Fig. 1: sizing map
Scale bar: 20 um.
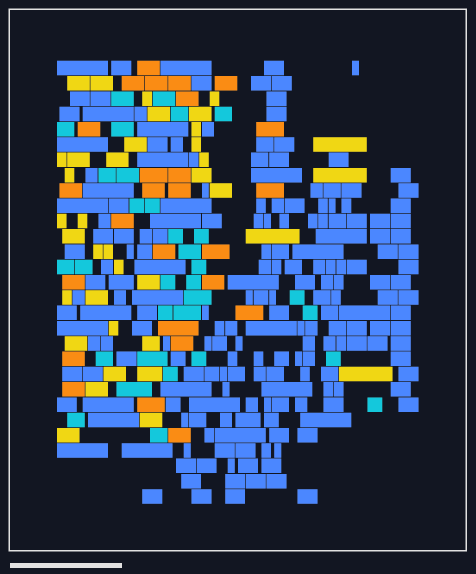
Fig. 2: clock network drawn from the DEF
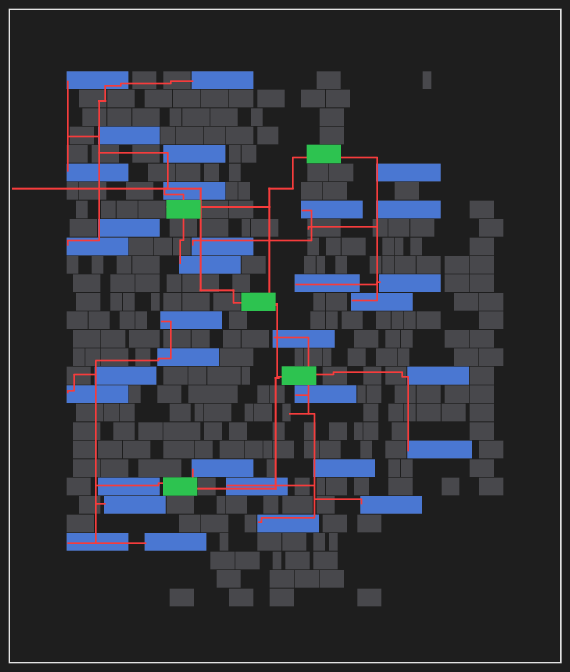
--- src/rtl/mic_pkg.sv ---
// Shared types and instruction field positions for the mic_ctrl instruction sequencer.
package mic_pkg;

  typedef enum logic [1:0] {
    IDLE  = 2'd0,
    FETCH = 2'd1,
    EXEC  = 2'd2,
    HALT  = 2'd3
  } state_t;

  localparam int PC_W = 15;

  localparam int BIT_AC  = 15;
  localparam int ILL_HI  = 14;
  localparam int ILL_LO  = 13;
  localparam int BIT_A   = 12;
  localparam int COMP_HI = 11;
  localparam int COMP_LO = 6;
  localparam int DEST_HI = 5;
  localparam int DEST_LO = 3;
  localparam int JMP_HI  = 2;
  localparam int JMP_LO  = 0;

endpackage

--- src/rtl/mic_jmp.sv ---
// Jump decision from the C-instruction jump bits and the ALU sign/zero flags.
module mic_jmp (
  input  logic [2:0] jbits,
  input  logic       nv,
  input  logic       zr,
  output logic       jmp
);

  assign jmp = (jbits[2] & nv) | (jbits[1] & zr) | (jbits[0] & ~nv & ~zr);

endmodule

--- src/rtl/mic_ctrl.sv ---
// Fetch/execute sequencer: fetches a 16-bit instruction, decodes A/C forms, steers the ALU and PC.
// Build option MIC_CTRL_ILLEGAL_TRAP_EN traps C-instructions with bits [14:13] != 2'b11 into HALT.
module mic_ctrl
  import mic_pkg::*;
(
  input  logic            clk,
  input  logic            rst_n,
  input  logic            run,
  output logic            imem_req,
  output logic [PC_W-1:0] imem_addr,
  input  logic            imem_ack,
  input  logic [15:0]     imem_data,
  input  logic            nv,
  input  logic            zr,
  input  logic [PC_W-1:0] a_val,
  output logic            zx,
  output logic            nx,
  output logic            zy,
  output logic            ny,
  output logic            f,
  output logic            no,
  output logic            sel_am,
  output logic            a_we,
  output logic            d_we,
  output logic            m_we,
  output logic            a_src_imm,
  output logic [PC_W-1:0] imm,
  output logic [PC_W-1:0] pc,
  output logic            err
);

  state_t          state, state_nxt;
  logic [15:0]     instr;
  logic [PC_W-1:0] pc_nxt, pc_inc;
  logic            ir_load, jmp, is_c, illegal;

  assign is_c      = instr[BIT_AC];
  assign pc_inc    = pc + PC_W'(1);
  assign imem_req  = (state == FETCH);
  assign imem_addr = pc;

  mic_jmp u_jmp (
    .jbits (instr[JMP_HI:JMP_LO]),
    .nv    (nv),
    .zr    (zr),
    .jmp   (jmp)
  );

`ifdef MIC_CTRL_ILLEGAL_TRAP_EN
  assign illegal = is_c && (instr[ILL_HI:ILL_LO] != 2'b11);

  always_ff @(posedge clk or negedge rst_n) begin
    if (!rst_n)
      err <= 1'b0;
    else if (state == EXEC && illegal)
      err <= 1'b1;
  end
`else
  assign illegal = 1'b0;
  assign err     = 1'b0;
`endif

  always_comb begin
    state_nxt = state;
    pc_nxt    = pc;
    ir_load   = 1'b0;
    {zx, nx, zy, ny, f, no} = '0;
    sel_am    = 1'b0;
    a_we      = 1'b0;
    d_we      = 1'b0;
    m_we      = 1'b0;
    a_src_imm = 1'b0;
    imm       = '0;
    case (state)
      IDLE: if (run) state_nxt = FETCH;
      FETCH: begin
        if (imem_ack) begin
          ir_load   = 1'b1;
          state_nxt = EXEC;
        end
      end
      EXEC: begin
        state_nxt = run ? FETCH : IDLE;
        if (!is_c) begin
          a_we      = 1'b1;
          a_src_imm = 1'b1;
          imm       = instr[PC_W-1:0];
          pc_nxt    = pc_inc;
        end else if (illegal) begin
          // Trap: nothing is written and the PC stays on the offending instruction.
          state_nxt = HALT;
        end else begin
          {zx, nx, zy, ny, f, no} = instr[COMP_HI:COMP_LO];
          sel_am             = instr[BIT_A];
          {a_we, d_we, m_we} = instr[DEST_HI:DEST_LO];
          pc_nxt             = jmp ? a_val : pc_inc;
        end
      end
      default: state_nxt = state;
    endcase
  end

  always_ff @(posedge clk or negedge rst_n) begin
    if (!rst_n) begin
      state <= IDLE;
      pc    <= '0;
      instr <= '0;
    end else begin
      state <= state_nxt;
      pc    <= pc_nxt;
      if (ir_load) instr <= imem_data;
    end
  end

endmodule

--- config.mk ---
export PLATFORM = sky130hd
export DESIGN_NAME = mic_ctrl
export DESIGN_NICKNAME = d
export VERILOG_FILES = /design/src/rtl/mic_pkg.sv /design/src/rtl/mic_jmp.sv /design/src/rtl/mic_ctrl.sv
export SDC_FILE = /design/constraint.sdc
export NUM_CORES = 1
export LEC_CHECK = 0
export CORE_AREA = 8 8 73 88
export DETAILED_ROUTE_END_ITERATION = 6
export DIE_AREA = 0 0 81 96
export PLACE_DENSITY = 0.91
export SLEW_MARGIN = 0
export SYNTH_ARGS = -nofsm -noshare
export SYNTH_HDL_FRONTEND = slang
export SYNTH_SLANG_ARGS = --single-unit
--- constraint.sdc ---
create_clock -name clk -period 1.8 [get_ports clk]
set_input_delay 0.45 -clock clk [delete_from_list [all_inputs] [get_ports clk]]
set_output_delay 0.45 -clock clk [all_outputs]
set_load 0.01 [all_outputs]
==> flow_metrics.env <==
# physical design summary
export IMPL_cp_end_kind="primary output"
export IMPL_clkSinkCount=33
export IMPL_ys_dominant_reg_cell="dfrtp_1"
export IMPL_violations="setup timing"
export IMPL_path_class="flop to primary output"
export IMPL_drive_above_1_share_pct=32.4
export IMPL_p_per_area_nw_per_um2=1610
export IMPL_clk_insertion_delay_late_ns=0.28
export IMPL_clk_pin_slew_worst_paths_ns=0.07
export IMPL_slew_viol_final=0
export IMPL_layout_top_cells="65 x clkdlybuf4s50_1, 29 x dfrtp_1, 19 x buf_6"
export IMPL_post_dp_cell_area_sq_um=2970
export IMPL_drt_iter0_markers=158
export IMPL_r2r_cells=5
export IMPL_seq_area_sq_um=831
export IMPL_synth_nets=242
export IMPL_cts_tree="yes"
export IMPL_async_reset_ff_share_pct=100
export IMPL_worstPathRequired_ns=1.35
export IMPL_grt_pass1_vias=2036
export IMPL_post_dp_hpwl_mm=4.44
export IMPL_switching_share_pct=38.8
export IMPL_status="finished with violations"
export IMPL_reg2reg_slack_ns=0.13
export IMPL_logic_area_sq_um=1040
export IMPL_crit_reg2reg_launch="imem_addr[0]$_DFFE_PN0P_"
export IMPL_gr_total_overflow=0
export IMPL_fin_crit_ns=1.84
export IMPL_synth_cells=204
export IMPL_yosysTopAreaCellShare_pct=41.0
export IMPL_ys_warn_count=0
export IMPL_fin_hold_ws_ns=0.500
export IMPL_final_hold_viol_count=0
export IMPL_worst_slack_ns=-0.0352
export IMPL_final_util_pct=61.6
export IMPL_pin_count=95
export IMPL_p_switching_mw=1.95
export IMPL_area_growth_pct=55.4
export IMPL_ctsHtreeMaxLevel=2
export IMPL_pwr_share_comb_pct=59.0
export IMPL_rows=29
export IMPL_finalSetupViolations=17
export IMPL_start_kind="flop"
export IMPL_total_power_mw=5.03
export IMPL_vdd_ir_drop_worst_v=0.000844
export IMPL_n_antenna_cell=0
export IMPL_root_buffer="clkbuf_8"
export IMPL_antenna_found_initial=0
export IMPL_grt_total_usage_pct=16.0
export IMPL_layout_nets=331
export IMPL_ys_cells=204
export IMPL_synth_distinct_cells=36
export IMPL_yosysTopAreaCell="dfrtp_1"
export IMPL_cts_buffers=5
export IMPL_lay_top_count="clkdlybuf4s50_1"
export IMPL_r2r_end="imem_addr[14]$_DFFE_PN0P_"
export IMPL_dp_cells=344
export IMPL_p_int_mw=3.08
export IMPL_cp_arrival_ns=1.39
-- Fig. 1 (at the start) --
| size | color | cells |
|---|---|---|
| _3 and _4 cells | cyan | 32 |
| _0 and _1 cells | blue | 198 |
| _2 cells | yellow | 37 |
| _6 and larger | orange | 26 |
Buffers, non-clock: 114
Final Cell Area: 3130 sq um

-- Fig. 2 (at the start) --
[clock wires] red | length: 485 um
[clock drivers] green | count: 5
[flip-flops] blue | count: 33
routed clock nets: 6

==> critical path: stages (launching register included) <==
cell     delay (ns)
dfrtp_1        0.41
buf_6          0.13
nor2b_4        0.14
buf_6          0.13
and3_4         0.18
buf_6          0.10
==> timing repair <==
action	in CTS	in global routing
pin swaps	6	2
buffers inserted	4	0
hold endpoints to repair	0	0
resized	120	36
endpoints found under the setup margin	32	32
cloned	1	1
==> worst max path at each step <==
stage,from,end,slack [ns],cells after the start
3_3_place_gp,nv,imem_addr[14]$_DFFE_PN0P_,-0.30,5
3_5_place_dp,nv,imem_addr[14]$_DFFE_PN0P_,-0.32,5
4_1_cts,state[0]$_DFFE_PN0P_,imm[11],-0.14,5
2_1_floorplan,state[0]$_DFFE_PN0P_,imm[10],0.08,5
6_report,state[0]$_DFFE_PN0P_,d_we,-0.04,5
5_1_grt,state[0]$_DFFE_PN0P_,m_we,-0.1,5
==> state kept, by name, summed over array words and instances, names as in the netlist <==
name,flops
state,2
imem_addr,15
instr,16
==> power groups by stage <==
stage | combinational [mW] | sequential (mW) | clock, mW
floorplan | 1.64 | 1.44 | 0
global placement | 2.78 | 1.43 | 0
detailed placement | 2.84 | 1.46 | 0
CTS | 2.89 | 1.47 | 0.587
global route | 3.17 | 1.56 | 0.616
finish | 2.97 | 1.49 | 0.570
==> Yosys cell counts (2+ instances only) <==
cell type  number
buf_2           6
nand4_1         8
and4_1          3
o21ai_0         2
o211ai_1        2
o31ai_1         2
inv_1           7
and3_1         11
a22oi_1         2
nor2_1          2
dfrtp_1        33
buf_4          16
a21oi_1        12
clkbuf_1        9
mux2_2         16
nand3_1         9
o21a_1          2
nor2b_1         2
and2_1         16
a2bb2oi_1      10
nand2_1        10
mux2i_1        10
==> routing by layer <==
metal | up-vias | GRT usage [%] | wire length [um] | part of all wire (%)
met5 | - | 0 | 0 | 0
met4 | 0 | 5.37 | 76 | 1.2
met3 | 9 | 6.54 | 703 | 11
met2 | 86 | 27.5 | 3210 | 52
met1 | 893 | 17.3 | 2240 | 36
li1 | 889 | - | - | -
==> cells by family (layout without fill, tap and decap cells) <==
| group | count (synthesis) | after routing | share of synthesized area [%] |
|---|---|---|---|
| buffers and inverters | 39 | 128 | 11.0 |
| AND/OR/NAND/NOR | 66 | 66 | 19.1 |
| flip-flops | 33 | 33 | 41.0 |
| adder cells (fa/ha/maj) | 1 | 1 | 0.621 |
| other | 1 | 1 | 0.186 |
| multiplexers | 26 | 26 | 13.9 |
| AND-OR/OR-AND | 38 | 38 | 14.1 |
==> cell type report <==
class	count	share of cell area (%)
multi-input cells	132	33.1
clock buffers	7	2.76
repair buffers	114	34.3
inverters	7	0.840
well taps	62	2.48
flip-flops and latches	33	26.5
Power and IR drop assume default switching activity.
